==> src/rtl/fa_pkg.sv <==
// Shared types and constants for the registered full adder.
// The optional FA_CARRY_CNT_EN build adds a carry-event counter to full_adder_reg.
package fa_pkg;
    localparam int FA_RESULT_W = 2;
    localparam int FA_CNT_W    = 8;

    typedef logic [FA_RESULT_W-1:0] fa_result_t;
endpackage

==> src/rtl/fa_core.sv <==
// Gate-level single-bit full adder: two XOR, two AND, one OR.
module fa_core (
    input  logic a,
    input  logic b,
    input  logic c_in,
    output logic sum,
    output logic c_out
);
    logic p, g, t;

    // p is the propagate term, g generate, t the carry passed through from c_in
    xor u_x0 (p, a, b);
    xor u_x1 (sum, p, c_in);
    and u_a0 (g, a, b);
    and u_a1 (t, p, c_in);
    or  u_o0 (c_out, g, t);
endmodule

==> src/rtl/full_adder_reg.sv <==
// Full adder with internal carry register for bit-serial (LSB-first) addition
// and optional output register. FA_CARRY_CNT_EN adds a saturating carry_cnt output.
module full_adder_reg
    import fa_pkg::*;
#(
    parameter int REG_OUT  = 1,
    parameter int RESULT_W = FA_RESULT_W
) (
    input  logic                clk,
    input  logic                rst,
    input  logic                in_valid,
    input  logic                a,
    input  logic                b,
    input  logic                c_in,
    input  logic                serial_en,
    input  logic                carry_clr,
    output logic                sum,
    output logic                c_out,
    output logic [RESULT_W-1:0] result,
    output logic                out_valid
`ifdef FA_CARRY_CNT_EN
    ,
    output logic [FA_CNT_W-1:0] carry_cnt
`endif
);
    if (RESULT_W != FA_RESULT_W) begin : g_bad_w
        $error("full_adder_reg: RESULT_W must be 2");
    end

    logic carry_q;
    logic cin_eff;
    logic core_sum, core_cout;
    fa_result_t res;

    assign cin_eff = serial_en ? carry_q : c_in;

    fa_core u_core (
        .a     (a),
        .b     (b),
        .c_in  (cin_eff),
        .sum   (core_sum),
        .c_out (core_cout)
    );

    // carry_clr wins over a simultaneous beat; that beat still consumed the old carry
    always_ff @(posedge clk or posedge rst) begin
        if (rst)            carry_q <= 1'b0;
        else if (carry_clr) carry_q <= 1'b0;
        else if (in_valid)  carry_q <= core_cout;
    end

    if (REG_OUT != 0) begin : g_reg
        always_ff @(posedge clk or posedge rst) begin
            if (rst) begin
                sum       <= 1'b0;
                c_out     <= 1'b0;
                out_valid <= 1'b0;
            end else begin
                out_valid <= in_valid;
                if (in_valid) begin
                    sum   <= core_sum;
                    c_out <= core_cout;
                end
            end
        end
    end else begin : g_comb
        assign sum       = core_sum;
        assign c_out     = core_cout;
        assign out_valid = in_valid;
    end

    assign res    = {c_out, sum};
    assign result = res;

`ifdef FA_CARRY_CNT_EN
    always_ff @(posedge clk or posedge rst) begin
        if (rst)
            carry_cnt <= '0;
        else if (carry_clr)
            carry_cnt <= '0;
        else if (in_valid && core_cout && (carry_cnt != {FA_CNT_W{1'b1}}))
            carry_cnt <= carry_cnt + 1'b1;
    end
`endif
endmodule

==> config.mk <==
export PLATFORM = sky130hd
export DESIGN_NAME = full_adder_reg
export DESIGN_NICKNAME = d
export VERILOG_FILES = /design/src/rtl/fa_pkg.sv /design/src/rtl/fa_core.sv /design/src/rtl/full_adder_reg.sv
export SDC_FILE = /design/constraint.sdc
export NUM_CORES = 1
export LEC_CHECK = 0
export CAP_MARGIN = 20
export CORE_AREA = 2 2 39 41
export CTS_CLUSTER_SIZE = 10
export DETAILED_ROUTE_END_ITERATION = 8
export DIE_AREA = 0 0 41 43
export PLACE_DENSITY = 0.37
export SYNTH_ARGS = -nofsm -noshare
export SYNTH_HDL_FRONTEND = slang
export SYNTH_HIERARCHICAL = 1
export SYNTH_SLANG_ARGS = --single-unit
==> constraint.sdc <==
create_clock -name clk -period 1.8 [get_ports clk]
set_input_delay 0.36 -clock clk [delete_from_list [all_inputs] [get_ports clk]]
set_output_delay 0.36 -clock clk [all_outputs]
set_load 0.03 [all_outputs]
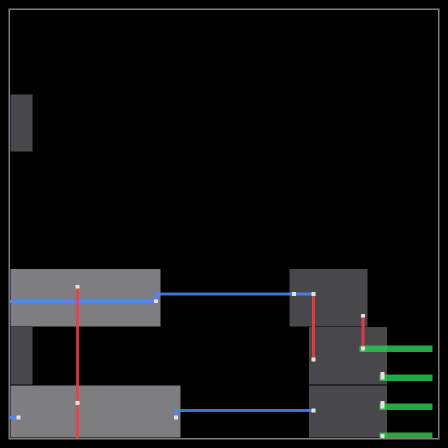
(images/zoom.png)
Region (21, 22) to (41, 42) µm. Cells in gray, sequential cells in the stronger gray; small squares are vias.
legend:
  blue:
    layer: met1
  green:
    layer: met3
  red:
    layer: met2
most frequent: clkdlybuf4s50_1 (3), dfrtp_1 (2)
cells with their middle in the window: 5
sequential cells in the window: 2
netlist names of flops here include: out_valid (1), sum (1)

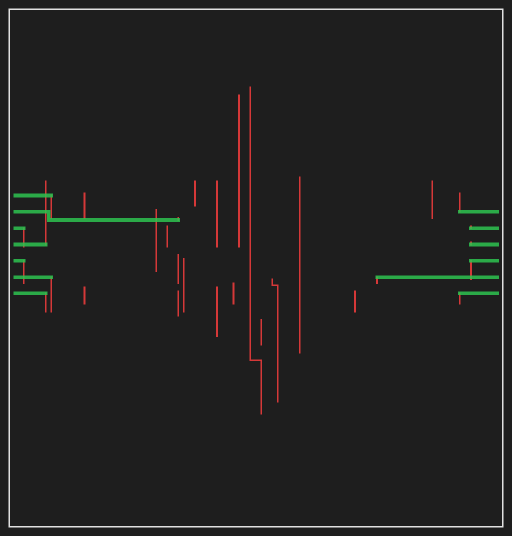
(images/metal_stack.png)
(12 px per µm) Two of the layers only.
legend:
  red:
    layer: met2
    wire_length: 125 µm
  green:
    layer: met3
    wire_length: 49.5 µm

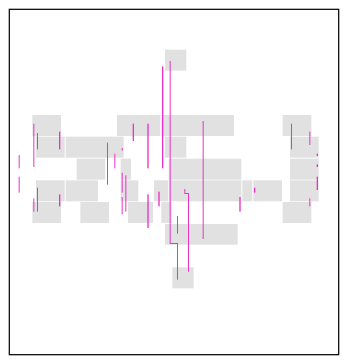
(images/met2.png)
(8 px per µm) Cells faint in the background.
longest straight run: 22.7 µm
share of all routed wire: 37%
nets with wire on the layer: 30

metal layers:
layer  vias to the layer above  share of wire, %
li1                         71                 -
met1                        55                49
met2                        13                36
met3                         0                14
met4                         0                 0
met5                         -                 0
layout by cell type (no fill, tap or decap):
master	netlist	final
clkdlybuf4s50_1	0	12
dfrtp_1	4	4
clkbuf_4	0	3
inv_1	2	2
mux2_4	1	1
nand2_1	1	1
nand2b_1	1	1
a21oi_2	1	1
o21ai_0	1	1
mux2_2	1	1
fa_1	1	1
power by group through the flow:
stage	sequential, µW	clock [µW]	combinational [µW]
floorplan	126	0	46.1
global placement	108	0	106
detailed placement	109	0	105
CTS	108	116	105
global route	110	127	113
finish	108	109	104
path summary, 6_finish.rpt:
check / to / cells past startpoint / start / slack, ns
min in group clk: sum$_DFFE_PP0P_ / 1 / sum$_DFFE_PP0P_ / 0.54
hold / removal: out_valid$_DFF_PP0_ / 2 / rst / 0.31
setup reg to reg: sum$_DFFE_PP0P_ / 3 / carry_q$_DFFE_PP0P_ / 0.35
max in group asynchronous: carry_q$_DFFE_PP0P_ / 2 / rst / 1.35
hold reg to reg: sum$_DFFE_PP0P_ / 1 / sum$_DFFE_PP0P_ / 0.54
setup / recovery: sum$_DFFE_PP0P_ / 4 / serial_en / 0.07
logic make-up (layout without fill, tap and decap cells):
logic type / Yosys count / count (layout) / synth area share, %
compound gates: 2 / 2 / 7.14
fa+ha+maj: 1 / 1 / 10.4
buf+inv: 4 / 17 / 11.7
flops: 4 / 4 / 52.0
mux: 2 / 2 / 13.6
simple gates: 2 / 2 / 5.20
through the flow:
stage	total power, µW	utilization [%]	std cells
floorplan	172	-	15
detailed placement	215	23.0	41
global route	351	24.6	44
CTS	330	24.6	44
global placement	215	23.0	41
finish	320	24.6	44
==> flow_metrics.env <==
# source this file to load flow results
export IMPL_tool_warnings=26
export IMPL_synth_most_common_cell="dfrtp_1"
export IMPL_synth_area_um2=193
export IMPL_rsz0062_at_grt="false"
export IMPL_tightest_slew_ns=0.300
export IMPL_enable_flop_cells=0
export IMPL_numCtsBuffers=3
export IMPL_synth_distinct_cells=10
export IMPL_vias=139
export IMPL_rows=14
export IMPL_clkLatencyLatePin_ns=0.23
export IMPL_cts_setup_buffers=0
export IMPL_yosysSeqAreaShare_pct=51.9
export IMPL_place_congestion=0.631
export IMPL_coreArea_mm2=0.00138
export IMPL_cts_sinks=4
export IMPL_power_frac_seq_pct=33.6
export IMPL_fmax_ghz=0.578
export IMPL_end_kind="flop"
export IMPL_dr_pass1_iters=3
export IMPL_use_met3_pct=4.71
export IMPL_crit_buf_inv=1
export IMPL_ios=13
export IMPL_async_reset_ff_share_pct=100
export IMPL_drive_gt1_share_pct=21.4
export IMPL_place_ws_ns=-0.166
export IMPL_drc=0
export IMPL_cts_tree="yes"
export IMPL_p_per_area_mw_per_mm2=941
export IMPL_path_cells="clkdlybuf4s50_1 -> mux2_2 -> fa_1 -> mux2_4"
export IMPL_start_kind="primary input"
export IMPL_min_period_ns=1.73
export IMPL_cts_buffer_depth=2
export IMPL_post_cts_resized=0
export IMPL_dieArea_mm2=0.00176
export IMPL_grt_util_met2_pct=5.31
export IMPL_status="completed"
export IMPL_yosys_area_top_type="dfrtp_1"
export IMPL_cellLeakagePower_uw=0.000145
export IMPL_cpMaxStageDelayCell="clkdlybuf4s50_1"
export IMPL_clockPowerShare_pct=33.9
export IMPL_drt_total_wl_um=342
export IMPL_ys_area_um2=193
export IMPL_floorplan_core_util_pct=13.9
export IMPL_fin_skew_ns=0.000305
export IMPL_portBuffers=12
export IMPL_synthCells=15
export IMPL_drtIter0Drc=1
export IMPL_fin_setup_tns_ns=0
export IMPL_die_w_um=41
export IMPL_seq_area_um2=100
export IMPL_yosysWarnings=6
export IMPL_p_sw_share_pct=28.7
export IMPL_grt_pass1_vias=150
export IMPL_worstSetupPathType="primary input to flop"
export IMPL_setup_viol=0
export IMPL_clockRootBuffer="clkbuf_4"
export IMPL_postSynthAreaPerCell_um2=12.8
export IMPL_use_met1_pct=6.89
export IMPL_top_usage_layer="met4"
export IMPL_vias_per_cell=3.16
export IMPL_nClkBuffers=3
export IMPL_clk_pin_slew_ns=0.04
export IMPL_p_comb_share_pct=32.5
export IMPL_ff_type="dfrtp_1"
export IMPL_htreeDepth=1
export IMPL_crit_fanout=1
export IMPL_dominant_cells="buffers"
export IMPL_slew_headroom_pct=79.9
export IMPL_topCellsByArea="dfrtp_1 52%, fa_1 10%, buf_4 7.8%, mux2_4 7.8%, mux2_2 5.8%"
export IMPL_grt_antenna_before_repair=0
export IMPL_final_hold_viol_count=0
export IMPL_slew_violations=0
export IMPL_grt_pass1_wl_um=579
export IMPL_hold_class="primary input to async pin"
export IMPL_crit_path_max_incr_delay_ns=0.46
export IMPL_final_cell_area_um2=340
export IMPL_nNonClkBuffers=12
export IMPL_comb_area_share_pct=20.6
export IMPL_period_used_pct=96.1
export IMPL_dpl_instance_area_um2=318
export IMPL_crit_family="multiplexers"
export IMPL_n_fill_cell=147
export IMPL_clkCellAreaFrac_pct=6.62
export IMPL_inv_count=2
export IMPL_ff_count=4
export IMPL_area_share_nonclk_buffers_pct=35.3
export IMPL_top_cell_area_share_pct=51.9
export IMPL_comb_area_um2=70.1
export IMPL_cp_arrival_ns=1.84
export IMPL_antenna_cells=0
export IMPL_common_cells="4 x dfrtp_1, 2 x buf_4, 2 x inv_1"
export IMPL_die_y_um=43
export IMPL_hold_buffers=0
export IMPL_ys_ff=4
export IMPL_setup_slack_ns=0.0709
export IMPL_final_net_count=39
export IMPL_grt_max_degree=6
export IMPL_wire_per_inst_um=7.77
export IMPL_ant_nets=0
No activity file was given, so power comes from the tool's default toggle rates.
